==> config.mk <==
export PLATFORM = sky130hd
export DESIGN_NAME = smart_lock_ctrl
export DESIGN_NICKNAME = d
export VERILOG_FILES = /design/src/rtl/smart_lock_pkg.sv /design/src/rtl/smart_lock_timer.sv /design/src/rtl/smart_lock_ctrl.sv
export SDC_FILE = /design/constraint.sdc
export NUM_CORES = 1
export LEC_CHECK = 0
export CORE_MARGIN = 4
export CORE_UTILIZATION = 30
export CTS_BUF_LIST = sky130_fd_sc_hd__clkbuf_4 sky130_fd_sc_hd__clkbuf_8
export DETAILED_ROUTE_END_ITERATION = 7
export HOLD_SLACK_MARGIN = 0.02
export PLACE_DENSITY_LB_ADDON = 0.12
export SYNTH_ARGS = -nofsm -noshare
export SYNTH_HDL_FRONTEND = slang
export SYNTH_SLANG_ARGS = --single-unit
==> constraint.sdc <==
create_clock -name clk -period 7.5 [get_ports clk]
set_input_delay 1.5 -clock clk [delete_from_list [all_inputs] [get_ports clk]]
set_output_delay 1.5 -clock clk [all_outputs]
set_load 0.02 [all_outputs]
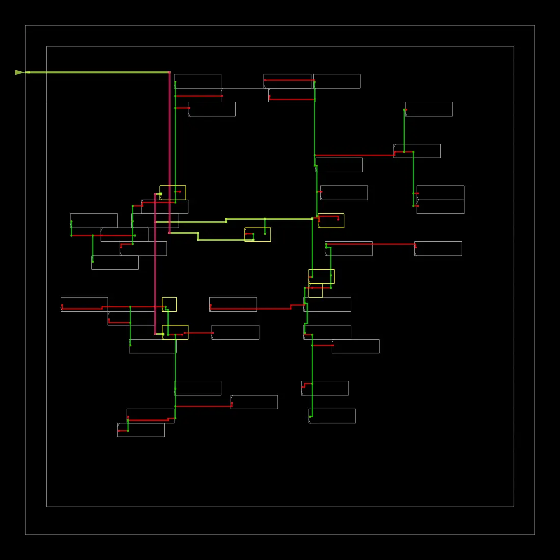
(run_1/clocks.png)
count of clock-net buffers in the final layout: 7
Worst Skew: 0.00716 ns
clk_lat worst skew: 0.28 ns
Num CTS Buffers: 5
clock network power: 0.000136 W

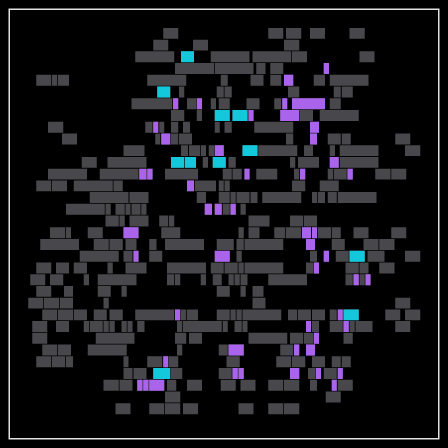
(run_1/logic_types.png)
- purple: nor cells (cells 51; most used nor2_1)
- cyan: non-inverting ao/oa cells (cells 11; most used o32a_1)
tally of non-filler cells in the final layout: 452
proportion of cell area occupied by multi-input gates: 0.477
highest-count logic cell in the final layout: sky130_fd_sc_hd__clkdlybuf4s50_1

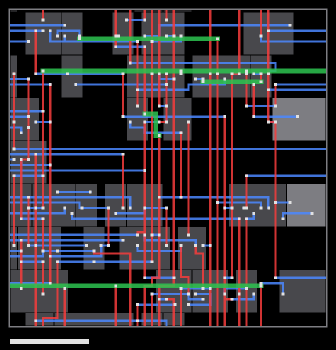
(run_1/detail.png)
Scale bar: 5 um. Region (40, 59) to (60, 79) um. Cells in grey, sequential cells in the stronger grey; small squares are vias.
- red: metal 2
- green: metal 3
- blue: metal 1
- cells with their middle in the window: 27
- most frequent: nand2_1 (3), inv_1 (3), nor2_1 (3)
- sequential cells in the window: 0

==> results.toml, run 1 <==
# synthesis and place-and-route metrics
[status]
run_status = "finished, final reports clean"

[yosys]
ys_chip_area_um2 = 2500
ys_sh_adder = 0.0150
post_synth_ao_oa_area_fraction = 0.214
synth-async-reset-ratio = 1.00
number_of_enable_type_register_cells_in_the_synthesized_netlist = 0
post_synth_num_cell_types = 55
syn_avg_cell_area_um2 = 8.59
top_logic_kind = "simple AND/OR/NAND/NOR gates"
ys_ff = 34
area_leaders = "sky130_fd_sc_hd__dfrtp_1 (34%), sky130_fd_sc_hd__xnor2_1 (7.7%), sky130_fd_sc_hd__nand2_1 (6.6%)"
syn-num-nets = 336
synth_top_cell_by_count = "sky130_fd_sc_hd__nand2_1"
ys_sh_mux = 0
post_synthesis_cell_area_um2 = 2500
synth.yosys.seq_area_share = 0.341
synthTopCellsByCount = "sky130_fd_sc_hd__nand2_1 (44), sky130_fd_sc_hd__dfrtp_1 (34), sky130_fd_sc_hd__nor2_1 (31)"
yosys_cells = 291
synth.cellmix.xorXnorShare = 0.0946
ys_warn_count = 0

[placement]
post-dp-hpwl_mm = 5.14
post-place-cells = 445
place_ws_ns = 3.22
gp_routability_congestion = 0.820

[final_layout]
final_core_utilization = 0.399
logic_gate_count = 237
seq_cell_count = 34
layout.area.seq_um2 = 851
buf_share = 0.187
layout.area.comb_um2 = 1560
area_dominant_class = "multi-input combinational cells"
largest_register_ff_count = 12
final_nets = 392
n_fill_cell = 841
clock_tree_area_fraction = 0.0257
seqAreaFraction = 0.261
layout_cells_sized_above_1 = 0.0692
final.signal_buffer_count = 61
layout_top_cells = "sky130_fd_sc_hd__clkdlybuf4s50_1 (60), sky130_fd_sc_hd__nand2_1 (44), sky130_fd_sc_hd__dfrtp_1 (34), sky130_fd_sc_hd__nor2_1 (31), sky130_fd_sc_hd__xnor2_1 (22)"
nonClockInverterCount = 8

[worst_setup_path]
path_delay_family = "AND-OR/OR-AND gates"
critical_path_buf_inv_count = 1
crit_path_max_fanout = 16
cp_slowest_cell = "sky130_fd_sc_hd__o211ai_4"
setup.reg_to_reg.worst_slack_ns = 3.97
slowest_delay_ns = 0.53
worst_ep_required_time_ns = 7.64
critical_path_cell_count = 8
crit_path_cell_trace = "clkdlybuf4s50_1 -> xor2_1 -> o32a_1 -> a32oi_1 -> nor4bb_1 -> nor3_1 -> o211ai_4 -> o21ai_0"
reg2reg_depth = 7
worst-endpoint-arrival_ns = 4.14

[timing]
finalCriticalPeriod_ns = 4.00
post-route-period-util = 0.533
fin_hold_ws_ns = 0.524
finalMaxSlewViolations = 0
final-setup-viol-count = 0
setup_ws_ns = 3.50
rsz0062_at_grt = "no"
hold_viol = 0
slew-limit-headroom = 0.431
fmaxAchievable_mhz = 250
totalNegativeSetupSlack_ns = 0

[routing]
drt_first_pass_iters = 4
met2WireLength_mm = 2.99
drt-initial-drc-count = 68
detail_route.vias_per_cell = 5.15
met3_length_um = 401
detailroute.via_count = 2329
m1WireLength_mm = 3.46
routed_wirelength_mm = 6.91
drcViolationCount = 0
highest_layer = "met4"
average_wire_length_per_cell_after_detail_routing_um = 15.3

[pwr]
dominant_power_group = "sequential cells"
seq_power_share = 0.468
internal-power_w = 0.000308
seq_power_w = 0.000200
power_dissipated_in_combinational_cells_w = 0.0000915
powerDensity_nw_per_um2 = 131
pwr-share-clk = 0.318
report.power.total_w = 0.000428
ir_worst_vdd_mv = 0.0630
comb_power_share = 0.214

[clock_network]
post_cts.repair.setup_buffers = 0
clkTransAtPathRegs_ns = 0.07
buffer_levels_on_the_longest_clock_path = 2
clock_tree_root_buffer_cell = "sky130_fd_sc_hd__clkbuf_8"
htree_num_levels = 2
tritoncts_num_sinks = 34
postCtsResizedCells = 0

[floorplan]
floorplan.initialDensity = 0.306
top_level_ports = 61
fp.coreArea_um2 = 8180
fp-row-count = 33
dieHeight_um = 99.3

[global_route]
grt.met2_usage = 0.221
global_route.usage.met3 = 0.0316
grt_antenna_before_repair = 0
number_of_global_route_vias_before_repair = 2274
grt.met1_usage = 0.212
grt.overflow.total = 0

[min_path]
worst_hold_path_type = "register to register"
hold-path-cell-count = 2

[run]
log_warnings = 26
max_cap_viol_count = 0
==> inputs of run 2 (changes only) <==
==> constraint.sdc (replaced) <==
create_clock -name clk -period 3.4 [get_ports clk]
set_input_delay 0.68 -clock clk [delete_from_list [all_inputs] [get_ports clk]]
set_output_delay 0.68 -clock clk [all_outputs]
set_load 0.02 [all_outputs]
==> run 2 against run 1 <==
Power is 130% higher. Sequential cell count stayed put. Critical path depth is 1 higher. Area after synthesis stayed put. Die size stayed put. Largest power group unchanged. Highest routed layer unchanged.
==> results.toml, run 2 <==
# synthesis and place-and-route metrics
[yosys]
post_synth_ao_oa_area_fraction = 0.214
syn_avg_cell_area_um2 = 8.59
top_logic_kind = "simple AND/OR/NAND/NOR gates"
syn-num-nets = 336
ys_sh_adder = 0.0150
area_leaders = "sky130_fd_sc_hd__dfrtp_1 (34%), sky130_fd_sc_hd__xnor2_1 (7.7%), sky130_fd_sc_hd__nand2_1 (6.6%)"
yosys_cells = 291
synth.yosys.seq_area_share = 0.341
synthTopCellsByCount = "sky130_fd_sc_hd__nand2_1 (44), sky130_fd_sc_hd__dfrtp_1 (34), sky130_fd_sc_hd__nor2_1 (31)"
post_synthesis_cell_area_um2 = 2500
synth_top_cell_by_count = "sky130_fd_sc_hd__nand2_1"
synth.cellmix.xorXnorShare = 0.0946
ys_ff = 34
synth-async-reset-ratio = 1.00

[final_layout]
final_core_utilization = 0.413
layout.area.comb_um2 = 1560
layout_cells_sized_above_1 = 0.113
layout.area.seq_um2 = 851
final_nets = 407
logic_gate_count = 237
layout_top_cells = "sky130_fd_sc_hd__clkdlybuf4s50_1 (60), sky130_fd_sc_hd__nand2_1 (44), sky130_fd_sc_hd__dfrtp_1 (34), sky130_fd_sc_hd__nor2_1 (31), sky130_fd_sc_hd__xnor2_1 (22)"
final.clkbuf_count = 6
seqAreaFraction = 0.252
area_dominant_class = "multi-input combinational cells"

[min_path]
hold-path-cell-count = 2
worst_hold_path_type = "register to register"

[timing]
totalNegativeSetupSlack_ns = 0
fmaxAchievable_mhz = 324
final-setup-viol-count = 0
finalCriticalPeriod_ns = 3.08
hold_viol = 0
slew-limit-headroom = 0.430
finalMaxSlewViolations = 0
timing.clock.skew_ns = 0.00861
fin_hold_ws_ns = 0.526
post-route-period-util = 0.906

[run]
max_cap_viol_count = 0

[worst_setup_path]
slowest_delay_ns = 0.58
worst_ep_required_time_ns = 3.55
reg2reg_depth = 9
worst-endpoint-arrival_ns = 3.23
crit_path_cell_trace = "nand2b_1 -> buf_4 -> nand2b_1 -> a2111o_1 -> nor4bb_1 -> buf_4 -> nor3_1 -> o211ai_4 -> o21ai_0"
critical_path_buf_inv_count = 2
setup.reg_to_reg.worst_slack_ns = 0.32
cp_slowest_cell = "sky130_fd_sc_hd__dfrtp_1"
crit_path_max_fanout = 16

[global_route]
grt.overflow.total = 0
number_of_global_route_vias_before_repair = 2346
grt.met2_usage = 0.224
global_route.usage.met3 = 0.0309
grt.met1_usage = 0.214

[clock_network]
postCtsResizedCells = 0
clock_tree_root_buffer_cell = "sky130_fd_sc_hd__clkbuf_8"
buffer_levels_on_the_longest_clock_path = 2
htree_num_levels = 2
tritoncts_num_sinks = 34

[status]
run_status = "finished, final reports clean"

[routing]
highest_layer = "met4"
routed_wirelength_mm = 7.12
drt-initial-drc-count = 105
m1WireLength_mm = 3.55
drcViolationCount = 0
drt_first_pass_iters = 4
met2WireLength_mm = 3.07

[placement]
gp_routability_congestion = 0.799
post-place-cells = 460
place_ws_ns = 0.0647

[pwr]
dominant_power_group = "sequential cells"
power_dissipated_in_combinational_cells_w = 0.000217
clk-power_w = 0.000315
pwr-share-clk = 0.325
internal-power_w = 0.000684

[floorplan]
fp.coreArea_um2 = 8180
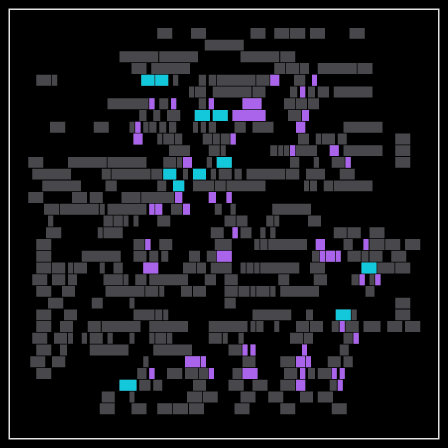
(run_2/logic_types.png)
tally of non-filler cells in the final layout: 468
proportion of cell area occupied by multi-input gates: 0.461

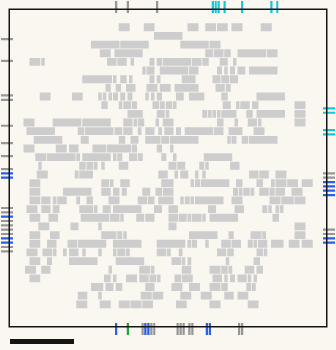
(run_2/io_placement.png)
Scale bar: 20 um. Pins as bars across the die edge, other pins in grey.
- blue: temp_code (pins 16; direction input; edge 6 right, 5 left, 5 bottom)
- cyan: timer_value (pins 11; direction output; edge 7 top, 4 right)
- green: temp_code_en (pins 1; direction input; edge bottom)
Die Span X: 99.3 um
Port Buffer Count: 60
vertical die dimension: 99.3 um

Power is estimated from default activity; no workload was simulated.
